## src/rtl/multdiv_pkg.sv

```systemverilog
// Shared definitions for the iterative MULT/DIV engine.
//   state_t       : controller states (IDLE, MULT, DIV, FIX, DONE)
//   OP_MULT/OP_DIV: op input encodings
//   DEFAULT_WIDTH : default operand width
package multdiv_pkg;

    typedef enum logic [2:0] {
        S_IDLE,
        S_MULT,
        S_DIV,
        S_FIX,
        S_DONE
    } state_t;

    localparam logic OP_MULT = 1'b0;
    localparam logic OP_DIV  = 1'b1;

    localparam int unsigned DEFAULT_WIDTH = 32;

endpackage

```

## src/rtl/mult_div_unit_div_step.sv

```systemverilog
// div_step: one combinational restoring-division step.
// Ports:
//   rem      : current partial remainder (unsigned magnitude)
//   q_msb    : dividend/quotient register MSB shifted into the remainder
//   divisor  : divisor magnitude
//   rem_next : partial remainder after the trial subtraction
//   q_bit    : quotient bit produced by this step
module div_step #(
    parameter int unsigned WIDTH = 32
) (
    input  logic [WIDTH-1:0] rem,
    input  logic             q_msb,
    input  logic [WIDTH-1:0] divisor,
    output logic [WIDTH-1:0] rem_next,
    output logic             q_bit
);

    logic [WIDTH:0] shifted;
    logic [WIDTH:0] diff;

    // rem < divisor always holds, so the shifted value fits in WIDTH+1 bits
    // and a kept difference always fits back into WIDTH bits.
    always_comb begin
        shifted = {rem, q_msb};
        diff    = shifted - {1'b0, divisor};
        if (!diff[WIDTH]) begin
            rem_next = diff[WIDTH-1:0];
            q_bit    = 1'b1;
        end else begin
            rem_next = shifted[WIDTH-1:0];
            q_bit    = 1'b0;
        end
    end

endmodule

```

## src/rtl/mult_div_unit.sv

```systemverilog
// mult_div_unit: iterative signed MULT/DIV engine for the multicycle control unit.
// Ports:
//   clk, reset (sync, active-low)
//   start, op (0 = MULT, 1 = DIV), a, b : request and signed operands
//   hi, lo   : MULT upper/lower product, DIV remainder/quotient
//   busy     : operation in progress (MULT/DIV/FIX)
//   done     : one-cycle completion pulse
//   div_zero : with done when a DIV had b == 0
// Build option: MULTDIV_FAST_MULT_EN selects a single-cycle multiply for MULT.
module mult_div_unit
    import multdiv_pkg::*;
#(
    parameter int unsigned WIDTH = DEFAULT_WIDTH,
    parameter int unsigned CNT_W = 6
) (
    input  logic             clk,
    input  logic             reset,
    input  logic             start,
    input  logic             op,
    input  logic [WIDTH-1:0] a,
    input  logic [WIDTH-1:0] b,
    output logic [WIDTH-1:0] hi,
    output logic [WIDTH-1:0] lo,
    output logic             busy,
    output logic             done,
    output logic             div_zero
);

    state_t state, state_next;

    logic [CNT_W-1:0]   cnt;
    logic               op_r;
    logic               neg_res;
    logic               neg_rem;
    logic               dz_r;
    logic [WIDTH-1:0]   bmag;
    logic [WIDTH-1:0]   work_hi;
    logic [WIDTH-1:0]   work_lo;
    logic [WIDTH-1:0]   a_mag;
    logic [WIDTH-1:0]   b_mag;
    logic [WIDTH-1:0]   div_rem_next;
    logic               div_qbit;
    logic               last_iter;
    logic [2*WIDTH-1:0] prod_mag;
    logic [2*WIDTH-1:0] prod_fix;

    // Two's-complement negate of the most negative value returns itself,
    // which is exactly its unsigned magnitude.
    assign a_mag     = a[WIDTH-1] ? -a : a;
    assign b_mag     = b[WIDTH-1] ? -b : b;
    assign last_iter = (cnt == CNT_W'(WIDTH - 1));

`ifdef MULTDIV_FAST_MULT_EN
    assign prod_mag = {{WIDTH{1'b0}}, bmag} * {{WIDTH{1'b0}}, work_lo};
`else
    logic [WIDTH:0] mult_sum;
    assign mult_sum = {1'b0, work_hi} + (work_lo[0] ? {1'b0, bmag} : '0);
    assign prod_mag = {work_hi, work_lo};
`endif

    assign prod_fix = neg_res ? -prod_mag : prod_mag;

    div_step #(.WIDTH(WIDTH)) u_div_step (
        .rem      (work_hi),
        .q_msb    (work_lo[WIDTH-1]),
        .divisor  (bmag),
        .rem_next (div_rem_next),
        .q_bit    (div_qbit)
    );

    always_comb begin
        state_next = state;
        busy       = 1'b0;
        done       = 1'b0;
        div_zero   = 1'b0;
        case (state)
            S_IDLE: begin
                if (start) begin
                    if (op == OP_MULT)
                        state_next = S_MULT;
                    else if (b == '0)
                        state_next = S_DONE;
                    else
                        state_next = S_DIV;
                end
            end
            S_MULT: begin
                busy = 1'b1;
`ifdef MULTDIV_FAST_MULT_EN
                state_next = S_DONE;
`else
                if (last_iter)
                    state_next = S_FIX;
`endif
            end
            S_DIV: begin
                busy = 1'b1;
                if (last_iter)
                    state_next = S_FIX;
            end
            S_FIX: begin
                busy       = 1'b1;
                state_next = S_DONE;
            end
            S_DONE: begin
                done       = 1'b1;
                div_zero   = dz_r;
                state_next = S_IDLE;
            end
            default: state_next = S_IDLE;
        endcase
    end

    always_ff @(posedge clk) begin
        if (!reset) begin
            state   <= S_IDLE;
            cnt     <= '0;
            op_r    <= OP_MULT;
            neg_res <= 1'b0;
            neg_rem <= 1'b0;
            dz_r    <= 1'b0;
            bmag    <= '0;
            work_hi <= '0;
            work_lo <= '0;
            hi      <= '0;
            lo      <= '0;
        end else begin
            state <= state_next;
            case (state)
                S_IDLE: begin
                    if (start) begin
                        op_r    <= op;
                        neg_res <= a[WIDTH-1] ^ b[WIDTH-1];
                        neg_rem <= a[WIDTH-1];
                        dz_r    <= (op == OP_DIV) && (b == '0);
                        bmag    <= b_mag;
                        work_hi <= '0;
                        work_lo <= a_mag;
                        cnt     <= '0;
                    end
                end
                S_MULT: begin
`ifdef MULTDIV_FAST_MULT_EN
                    hi <= prod_fix[2*WIDTH-1:WIDTH];
                    lo <= prod_fix[WIDTH-1:0];
`else
                    // Shift-add: the bit shifted out of the sum carries into lo.
                    cnt     <= cnt + CNT_W'(1);
                    work_hi <= mult_sum[WIDTH:1];
                    work_lo <= {mult_sum[0], work_lo[WIDTH-1:1]};
`endif
                end
                S_DIV: begin
                    cnt     <= cnt + CNT_W'(1);
                    work_hi <= div_rem_next;
                    work_lo <= {work_lo[WIDTH-2:0], div_qbit};
                end
                S_FIX: begin
                    if (op_r == OP_MULT) begin
                        hi <= prod_fix[2*WIDTH-1:WIDTH];
                        lo <= prod_fix[WIDTH-1:0];
                    end else begin
                        lo <= neg_res ? -work_lo : work_lo;
                        hi <= neg_rem ? -work_hi : work_hi;
                    end
                end
                default: ;
            endcase
        end
    end

endmodule
```

## config.mk

```make
export PLATFORM = sky130hd
export DESIGN_NAME = mult_div_unit
export DESIGN_NICKNAME = d
export VERILOG_FILES = /design/src/rtl/multdiv_pkg.sv /design/src/rtl/mult_div_unit_div_step.sv /design/src/rtl/mult_div_unit.sv
export SDC_FILE = /design/constraint.sdc
export NUM_CORES = 1
export LEC_CHECK = 0
export CAP_MARGIN = 20
export CELL_PAD_IN_SITES_DETAIL_PLACEMENT = 1
export CELL_PAD_IN_SITES_GLOBAL_PLACEMENT = 2
export CORE_MARGIN = 3
export CORE_UTILIZATION = 35
export DETAILED_ROUTE_END_ITERATION = 8
export PLACE_DENSITY_LB_ADDON = 0.1
export RECOVER_POWER = 100
export SLEW_MARGIN = 20
export SYNTH_ARGS = -nofsm -noshare
export SYNTH_HDL_FRONTEND = slang
export SYNTH_HIERARCHICAL = 1
export SYNTH_SLANG_ARGS = --single-unit
```

## constraint.sdc

```tcl
create_clock -name clk -period 10.73 [get_ports clk]
set_input_delay 1.6095 -clock clk [delete_from_list [all_inputs] [get_ports clk]]
set_output_delay 1.6095 -clock clk [all_outputs]
set_load 0.02 [all_outputs]
```

run_1/m2.png
Bar = 50 um.
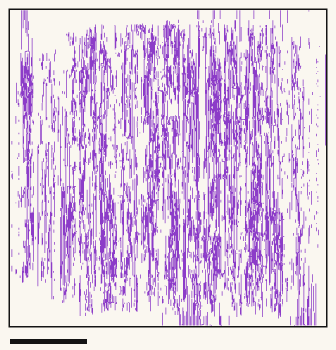
share of all routed wire: 45%
longest straight run: 91.5 um
main direction: vertical

run_1/congestion_map.png
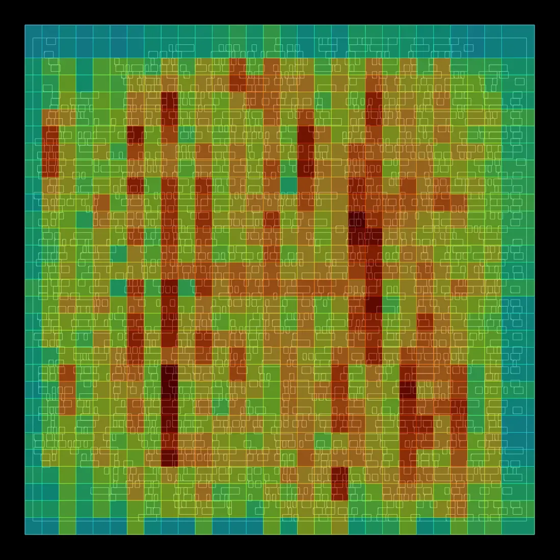
met2 global-route usage: 41.5%
end-of-flow core utilization: 41.2%
Tot GR Track Use: 25.1%
layer with the highest usage: met2
M3 GR Usage: 3.17%

==> changes_impl.md, run 1 <==
### Implementation results

- Max Root-Sink Buffers: 2
- Via/cell ratio: between 5 and 6
- RSZ-0062 raised after global routing: no
- Status: finished with violations
- Syn avg cell area: between 7 and 8 um2
- Failing checks: capacitance limit, slew limit
- Comb area: 9730 um2
- Chip area: 42,700 um2
- Max Cap Viol: 3
- Largest stage delay on the critical path: 1.25 ns
- CTS tree: yes
- I/O pin cnt: 135
- Worst Reg-to-Reg Cells: 18
- Post-synth area from yosys stat: 14,100 um2
- Power Total: about 5.3 mW
- Post-CTS Setup Inserts: 0
- Clk ins delay skew pair: 0.46 ns
- WL/cell: 22.6 um
- Number of cells in Yosys stat: 1,811
- R2R Path Start: work_lo[31]
- Cycle use final: 64.3%
- Place WS: 5.96 ns
- Max-slew violations: 194
- # placed instances: 2,360
- Hold EP: hi[15]
- First-pass GRT wire length: 83,400 um
- Share of cells above drive strength 1: 5.39%
- CP Depth: 18
- Non-Filler Instances: 2,392
- R2r setup slk: between 3 and 4 ns
- Final RePlAce weighted congestion: 0.894
- Drt pass-1 iters: 7
run_1/m4.png
Bar = 50 um. Supply wires on this layer in gray.
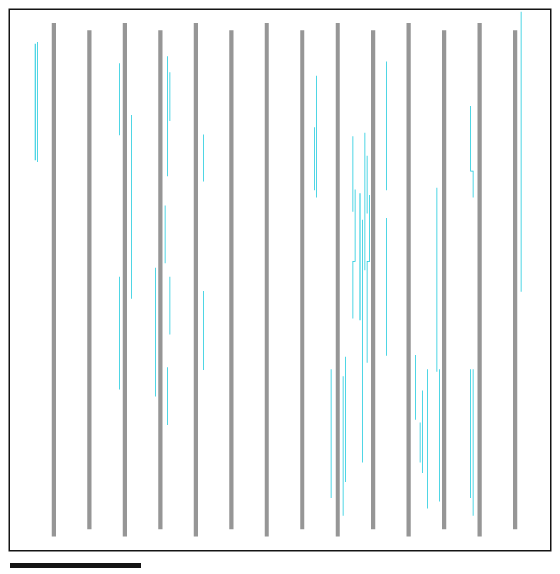
nets with wire on the layer: 31
share of all routed wire: 3.0%
wire length on this layer: 1,630 um
main direction: vertical

run_1/m1.png
Bar = 50 um. Supply wires on this layer in gray.
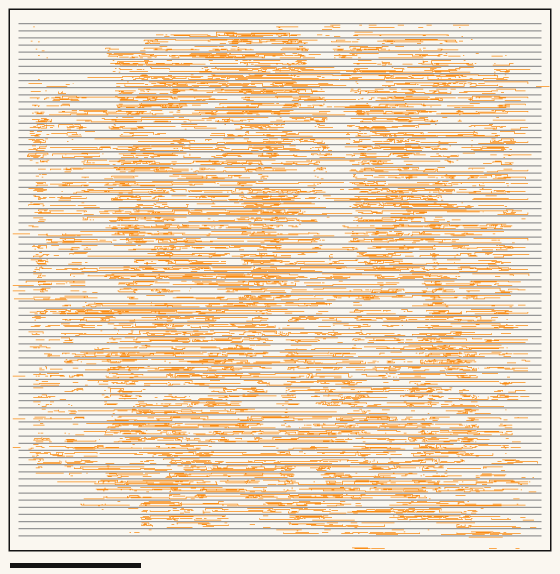
main direction: horizontal
wire length on this layer: 25.4 mm

[run 1: area by class of cell]
type                            count  share of cell area (%)
Multi-Input combinational cell   1456                    60.4
Sequential cell                   173                    21.5
Timing Repair Buffer              155                    9.13
Tap cell                          518                    4.02
Clock buffer                       17                    2.64
Inverter                           58                    1.37
Clock inverter                     15                    1.01
[run 1: tightest hold or removal path, stage by stage, from the launching register on]
cell and delay, ns:
dfxtp_1 0.31, nand2_1 0.05, a21oi_1 0.05
[run 1: sequential cells by signal, summed over array words and instances (netlist names)]
name and flops:
bmag 32, hi 32, lo 32, work_hi 32, work_lo 32, cnt 6
state 3, dz_r 1, neg_rem 1, neg_res 1, op_r 1
[run 1: routing by layer]
metal / wire [um] / part of all wire [%] / global-route usage [%] / vias up
met5: 0 / 0 / 0 / -
met4: 1630 / 3.0 / 8.78 / 0
met3: 2470 / 4.6 / 3.17 / 83
met2: 24400 / 45 / 41.5 / 370
met1: 25400 / 47 / 33.9 / 6941
li1: - / - / - / 6922
[run 1: worst max-delay path by stage]
| stage | startpoint | end | slack (ns) |
|---|---|---|---|
| floorplan | b[10] | bmag[29] | 6.78 |
| global placement | work_lo[31] | work_hi[30] | 6.06 |
| detailed placement | a[2] | work_lo[30] | 5.96 |
| CTS | work_lo[31] | work_hi[30] | 5.93 |
| global route | work_lo[31] | work_lo[0] | 3.38 |
| finish | work_lo[31] | work_hi[30] | 3.84 |
[run 1: power by group]
| group | internal, mW | total, mW | switching [mW] | leakage, nW |
|---|---|---|---|---|
| clock network | 0.346 | 0.647 | 0.300 | 0.281 |
| logic | 1.36 | 3.47 | 2.11 | 4.61 |
| registers | 0.828 | 1.17 | 0.343 | 1.41 |
| total | 2.53 | 5.29 | 2.76 | 6.30 |
[run 1: logic make-up (layout without fill, tap and decap cells)]
group | after synthesis | count (layout) | synth area share (%)
compound gates | 631 | 631 | 29.9
xor+xnor | 150 | 150 | 9.33
fa+ha+maj | 71 | 71 | 6.42
buf+inv | 182 | 245 | 5.83
flops | 173 | 173 | 24.6
mux | 33 | 33 | 3.15
simple gates | 571 | 571 | 20.7
[run 1: cell usage after synthesis (all sizes together), types with 14 or more instances]
master    n  area [um2]
buf      17         149
or3      25         156
nand4    18         113
mux2     23         330
ha       69         863
nor3     48         245
a211oi   71         538
nand2   108         405
or4      26         223
inv      57         221
o31ai    34         265
o21ai   137         689
nor2    158         601
o41ai    20         183
xor2     85         744
a222oi   36         360
dfxtp   173        3460
a21oi   157         797
and3     15        96.3
xnor2    65         569
and2     39         248
a22oi    17         128
a31oi    21         131
a21o     36         272
o21a     14         105
nand3    61         305
clkbuf  105         425
nor4     21         144
[run 1: cells in the final DEF (no fill, tap or decap), drive strengths merged, types with 36 or more instances in the layout]
cell,count
nand2,108
dfxtp,173
a21o,36
ha,69
nor3,48
xor2,85
clkdlybuf4s50,65
nand3,61
a211oi,71
a222oi,36
dlygate4sd3,67
nor2,158
xnor2,65
and2,39
inv,59
a21oi,157
o21ai,137
run_1/m3.png
Cells faint in the background.
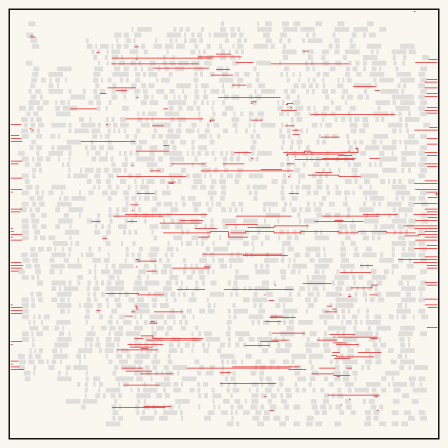

==> run 2, diff against run 1 <==
- CORE_UTILIZATION: 35 -> 31
- clock period: 10.73 -> 6.1 ns (I/O delays scaled with it)
run_2/m3.png
Cells faint in the background.
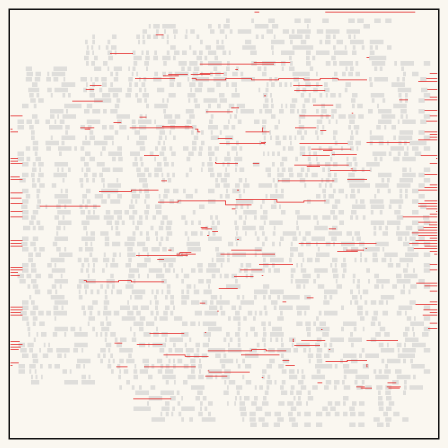
wire length on this layer: 1,920 um
share of all routed wire: 3.4%
longest straight run: 45.8 um
main direction: horizontal

==> run 2 against run 1 <==
  * The flow still finishes with violations (capacitance limit, slew limit)
  * Combinational power grew about 80%
  * Clock-buffer cell count up 3
  * Clock skew up 0.0036 ns
  * Critical path depth is 1 lower
  * Sequential power is 74% higher
==> changes_impl.md, run 2 <==
### Implementation results

- Max-slew violations: 98 (was 194)
- Maximum number of pins on one net before global-route repair: 68 (was 78)
- Synth area leader: dfxtp_1 (unchanged)
- Drt pass-1 iters: 9 (was 7)
- Top cell area share: 24.6% (unchanged)
- Failing checks: capacitance limit, slew limit (unchanged)
- Clock sink count: 173 (unchanged)
- Status: finished with violations (unchanged)
- Most used logic cell in the final layout: dfxtp_1 (unchanged)
- I/O pin cnt: 135 (unchanged)
- Final RePlAce weighted congestion: 0.842 (was 0.894)
- Drc violations: 0 (unchanged)
- Tot GR Track Use: 23.2% (was 25.1%)
- Most numerous cell in the Yosys netlist: dfxtp_1 (unchanged)
- Cycle use final: 81.9% (was 64.3%)
- R2r setup slk: 1.10 ns (was 3.84 ns)
- Via/cell ratio: 5.85 (was 5.98)
- WL/cell: 22.8 um (was 22.6 um)
- Chip area: 48,000 um2 (was 42,700 um2)
- R2R Path Start: work_lo[31] (unchanged)
- Most frequent cells in the layout: dfxtp_1 (173), a21oi_1 (155), nor2_1 (154), o21ai_0 (136), nand2_1 (108) (was dfxtp_1 (173), nor2_1 (155), a21oi_1 (155), o21ai_0 (136), nand2_1 (108))
- CTS tree: yes (unchanged)
- First-pass GRT wire length: 85,900 um (was 83,400 um)
- Worst Reg-to-Reg Cells: 17 (was 18)
- Power Total: 9.43 mW (was 5.29 mW)
- Syn avg cell area: 7.77 um2 (unchanged)
- Clk ins delay skew pair: 0.50 ns (was 0.46 ns)
- RSZ-0062 raised after global routing: no (unchanged)
- Max Cap Viol: 2 (was 3)
- Max Root-Sink Buffers: 2 (unchanged)
- Number of cells in Yosys stat: 1,811 (unchanged)
- Share of cells above drive strength 1: 5.90% (was 5.39%)
- Synth top cells by count: dfxtp_1 (173), nor2_1 (157), a21oi_1 (154), o21ai_0 (136), nand2_1 (108) (unchanged)
- Non-Filler Instances: 2,473 (was 2,392)
run 2: cell counts after synthesis:
Identical to the previous run, type by type.
run 2: layout make-up:
class / count / area [um2] / share of cell area, %
flip-flops and latches: 173 / 3460 / 21.2
repair buffers: 162 / 1540 / 9.47
clock inverters: 11 / 136 / 0.837
multi-input cells: 1456 / 9750 / 59.8
clock buffers: 20 / 437 / 2.68
inverters: 58 / 226 / 1.39
diodes: 1 / 2.50 / 0.0154
well taps: 592 / 741 / 4.54
run 2: worst max path at each step:
stage	start	to	slack, ns
after global routing	reset	work_hi[8]	0.69
after floorplan	work_hi[0]	work_hi[30]	2.26
after global placement	work_lo[31]	work_hi[30]	1.74
after CTS	work_lo[31]	work_hi[30]	1.58
final	work_lo[31]	work_hi[30]	1.10
after detailed placement	work_lo[31]	work_hi[30]	1.61
run 2: routing by layer:
| layer | GRT usage [%] | vias to the layer above | share of wire [%] |
|---|---|---|---|
| met3 | 3.28 | 49 | 3.4 |
| met1 | 30.6 | 7172 | 47 |
| met4 | 6.48 | 0 | 1.8 |
| met5 | 0 | - | 0 |
| met2 | 39.6 | 294 | 47 |
| li1 | - | 6942 | - |
run 2: cell families after synthesis:
group,Yosys count,share of synthesized area (%)
adder cells (fa/ha/maj),71,6.42
AND-OR/OR-AND,631,29.9
flip-flops,173,24.6
multiplexers,33,3.15
buffers and inverters,182,5.83
XOR/XNOR,150,9.33
AND/OR/NAND/NOR,571,20.7
run 2: power breakdown:
group          total (mW)  internal, mW  switching, mW
Combinational        6.25          2.49           3.76
Sequential           2.04          1.46          0.585
Clock                1.14         0.605          0.536
Total                9.43          4.55           4.88
run 2: critical path, stage by stage, from the launching register on:
cell and delay, ns:
dfxtp_1 0.62, inv_1 0.09, ha_1 0.24, fa_1 0.39, and2b_1 0.23, o2111ai_1 0.13
a21oi_1 0.32, o2111ai_1 0.20, a211oi_1 0.40, nor2_4 0.11, mux2i_1 0.61, and2_4 0.38
inv_8 0.13, mux2_1 0.34, a22o_1 0.20, nand2_1 0.06, o311ai_0 0.12, a211o_1 0.31
run 2: metrics by stage:
stage          area (um2)  setup slack [ns]  utilization [%]  hold slack [ns]
2_1_floorplan       14100              2.26                -            0.446
3_3_place_gp        15800              1.74             35.5            0.446
6_report            16300              1.10             36.6            0.452
5_1_grt             16300             0.692             36.6            0.488
3_5_place_dp        15800              1.61             35.5            0.450
4_1_cts             16400              1.58             36.8            0.458
Power figures rest on the tool's default switching activity, not on a simulated workload.
